==> config.mk <==
export PLATFORM = sky130hd
export DESIGN_NAME = alu_sched
export DESIGN_NICKNAME = d
export VERILOG_FILES = /design/src/rtl/alu_sched.sv
export SDC_FILE = /design/constraint.sdc
export NUM_CORES = 1
export LEC_CHECK = 0
export CAP_MARGIN = 20
export CORE_AREA = 2 2 153 170
export DETAILED_ROUTE_END_ITERATION = 6
export DIE_AREA = 0 0 155 172
export PLACE_DENSITY = 0.7
export SYNTH_ARGS = -nofsm -noshare
export SYNTH_HDL_FRONTEND = slang
export SYNTH_SLANG_ARGS = --single-unit
==> constraint.sdc <==
create_clock -name clk -period 3.75 [get_ports clk]
set_input_delay 0.375 -clock clk [delete_from_list [all_inputs] [get_ports clk]]
set_output_delay 0.375 -clock clk [all_outputs]
set_load 0.02 [all_outputs]
Met3 routing:
Bar = 50 µm.
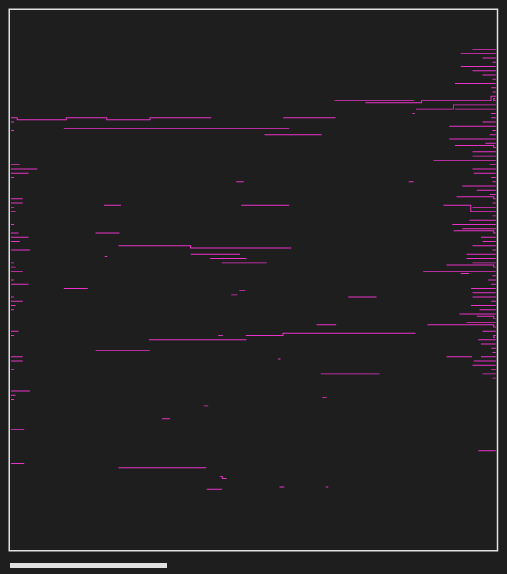
nets with wire on the layer: 128
share of all routed wire: 5.6%
main direction: horizontal
wire length on this layer: 1180 µm
longest straight run: 71.5 µm
WL final: 21150 µm
met3 usage: 3.083%
vias: 5785

Cells colored by class:
Fill, decap, tap and diode cells in gray.
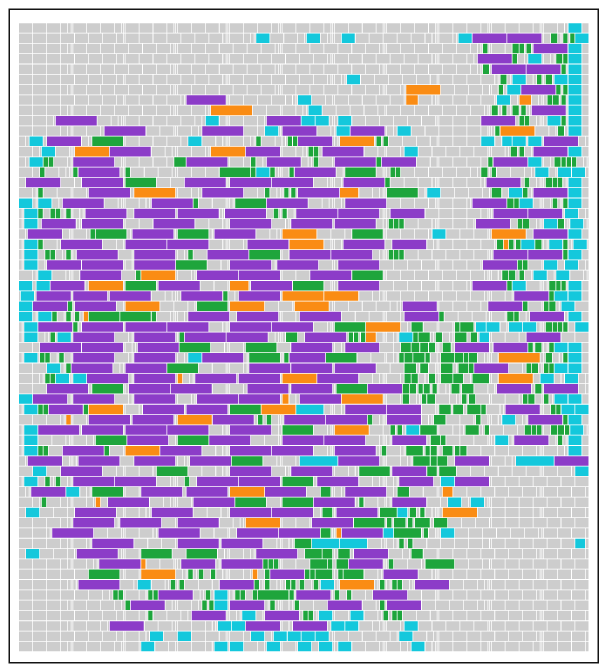
[remaining buffers and delay cells] cyan | cells: 169 | share of their area: 14%
[sequential cells] purple | cells: 256 | share of their area: 58%
[clock drivers and dummy loads] orange | cells: 47 | share of their area: 7.4%
[combinational and other logic] green | cells: 363 | share of their area: 20%
# rows: 61
Final Core Density: 51.32%
fraction of area in registers: 56.46%
area of the core: 24960 µm²
Design Area, Final: 12810 µm²

Wiring heat map:
Bar = 50 µm. 31 x 34 tiles, from dark blue (low) to red (high), scaled to the fullest tile. Values are wire area over tile area, all layers added.
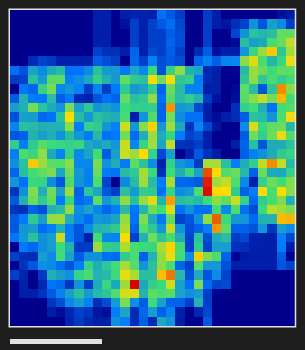
mean over tiles: 0.13
tiles over half the peak: 19%
emptiest ninth of the die: bottom right
nearly empty tiles: 16%
fullest tile: 0.43
WL per Instance: 18.39 µm
Total GRT Usage: 16.00%

The clock network:
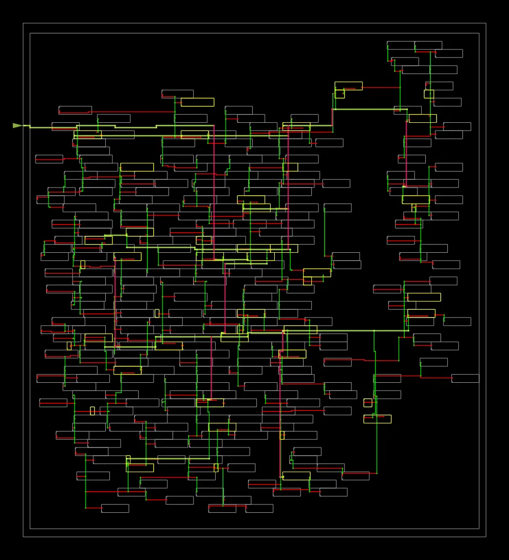
TritonCTS Buffers: 26
skew final: 0.006760 ns
P_clk: 2.75 mW
CTS sink cnt: 256
clock buffers: 31

==> changes_impl.md <==
### Physical design

- Seq/Total Area, Yosys: 73.22%
- Slew HR: 28.48%
- Status: completed
- Cell Area, Synth: 9871 µm²
- Vias in the first global route: 6204
- GRT Residual Overflow: 0
- I/O Pins: 160
- Die area: 26660 µm²
- Max-slew violations: 0
- Max Cap Viol: 0
- CP Launch Type: register
- Hold Violations, Final: 0
- Synth Flop Type: edfxtp_1
- Pin count of the biggest net entering global routing: 70
- Synthesized area per cell: 15.21 µm²
- Largest register FFs: 164
- Worst-Margin Slew: 1.073 ns
- Power density cells: 842.6 nW/µm²
- #FFs+latches synth: 256
- Worst Path Arrival: 2.05 ns
- DP Worst Slack: 1.453 ns
- Antenna violations before repair: 0
- First-pass GRT wire length: 33350 µm
- Layout cells sized above 1: 12.57%
- Number of diodes: 0
- Synth area leader: edfxtp_1
- EDFF count, synth: 164
- Layout Area Growth over Synthesis: 29.76%
- Post-CTS sizing: 0
- Setup TNS: 0 ns
- Shortest period the worst path allows: 2.421 ns
- Logic cell area: 2467 µm²
- Initial DRC count: 319
- Drt via density: 5.030
- CP Class: reg -> out
- CP endpoint kind: primary output
- Crit path DRT: 3.38 ns
- R2R Setup Slk: 1.49 ns
- Endpoints failing setup: 0
- Antenna Nets Post-Route: 0
- Fillers: 2073
- Worst-path clk slew: 0.06 ns
- Post-synthesis async set-or-reset flop share: 35.94%
- Die Height: 172 µm
- Top cell excl fill/tap: nand2_1
- Top cells, area: edfxtp_1 (50%), dfrtp_1 (23%), mux4_2 (9.4%), nand2_1 (7.5%), o21ai_0 (1.8%)
- Synth unique cells: 50
- R2r worst-path depth: 9
- RePlAce Congestion: 0.7742
- H-tree depth: 1
- Reg area: 7232 µm²
- Fmax: 413.0 MHz
- Area leader share: 49.89%
- DP HPWL: 12870 µm
- Initial Util: 39.55%
- RSZ-0062 raised after global routing: false
- Yosys stat area: 9871 µm²
- Clock buffer depth: 3
- Yosys warns: 0
- Ys cells: 649
- Maximum VDD drop: 0.0005363 V
- DR pass1 iterations: 4
- Die x size: 155 µm
- CTS tree: yes
- Crit path setup slack, layout: 1.329 ns
- Clk latency late pin: 0.52 ns
- Leak: 4.845 nW
- Crit path max fanout: 6
- Post-route clock period utilization: 64.57%
- Port bufs: 159
- Worst min path class: in -> async
- Nets: 906
- Synth Instances: 649
- # hold bufs at CTS: 0
- Setup Buffers After CTS: 0
- Tool warnings: 32
- Clk Tree Root Cell: clkbuf_16
- Top cells excl fill/tap: nand2_1 (197), edfxtp_1 (164), clkdlybuf4s50_1 (158)
- Syn_nets: 739
- DR DRC count: 0
## cells in the mapped netlist (all sizes together) (3+ instances only)
| cell | number |
|---|---|
| and3 | 5 |
| nor3 | 3 |
| a21oi | 8 |
| dfrtp | 92 |
| clkbuf | 19 |
| xnor2 | 4 |
| and2 | 4 |
| o21ai | 36 |
| mux4 | 41 |
| nand2 | 197 |
| inv | 14 |
| ha | 10 |
| nand4 | 3 |
| nor2 | 5 |
| buf | 11 |
| edfxtp | 164 |
## routing by layer
layer | part of all wire, % | global-route usage (%) | up-vias
li1 | - | - | 2683
met1 | 43 | 20.12 | 2906
met2 | 50 | 28.99 | 171
met3 | 5.6 | 3.083 | 25
met4 | 1.5 | 3.341 | 0
met5 | 0 | 0 | -
## area by class of cell
class	instances	share of cell area [%]
clock inverters	16	1.641
repair buffers	169	13.60
clock buffers	31	5.549
well taps	315	3.077
multi-input cells	349	19.26
inverters	14	0.4103
flip-flops and latches	256	56.46
## cell families (layout without fill, tap and decap cells)
family | count (synthesis) | in the layout | synth area share, %
fa+ha+maj | 11 | 11 | 1.470
xor+xnor | 6 | 6 | 0.5324
flops | 256 | 256 | 73.22
simple gates | 228 | 228 | 9.558
compound gates | 62 | 62 | 3.879
buf+inv | 44 | 230 | 1.838
mux | 42 | 42 | 9.507
## through the flow
stage                     utilization (%)  cells  hold WS (ns)  total power, mW  cell area [µm²]
after floorplan                         -    649       0.07941            6.529             9871
after global placement              47.17   1098        0.4579            8.012            11770
after detailed placement            47.17   1098        0.4619            8.085            11770
after CTS                           50.86   1145       0.03812            10.88            12690
after global routing                51.32   1150       0.07927            11.40            12810
final                               51.32   1150      0.002159            10.79            12810
## power breakdown
part	internal [mW]	switching [mW]	leakage, nW
combinational	1.71	1.88	1.76
clock	1.69	1.06	0.442
sequential	3.87	0.585	2.65
## critical path, cell delays in order, from the launching register on
cell             delay, ns
dfrtp_1               0.47
or3b_4                0.45
clkdlybuf4s50_1       0.60
Power figures rest on the tool's default switching activity, not on a simulated workload.
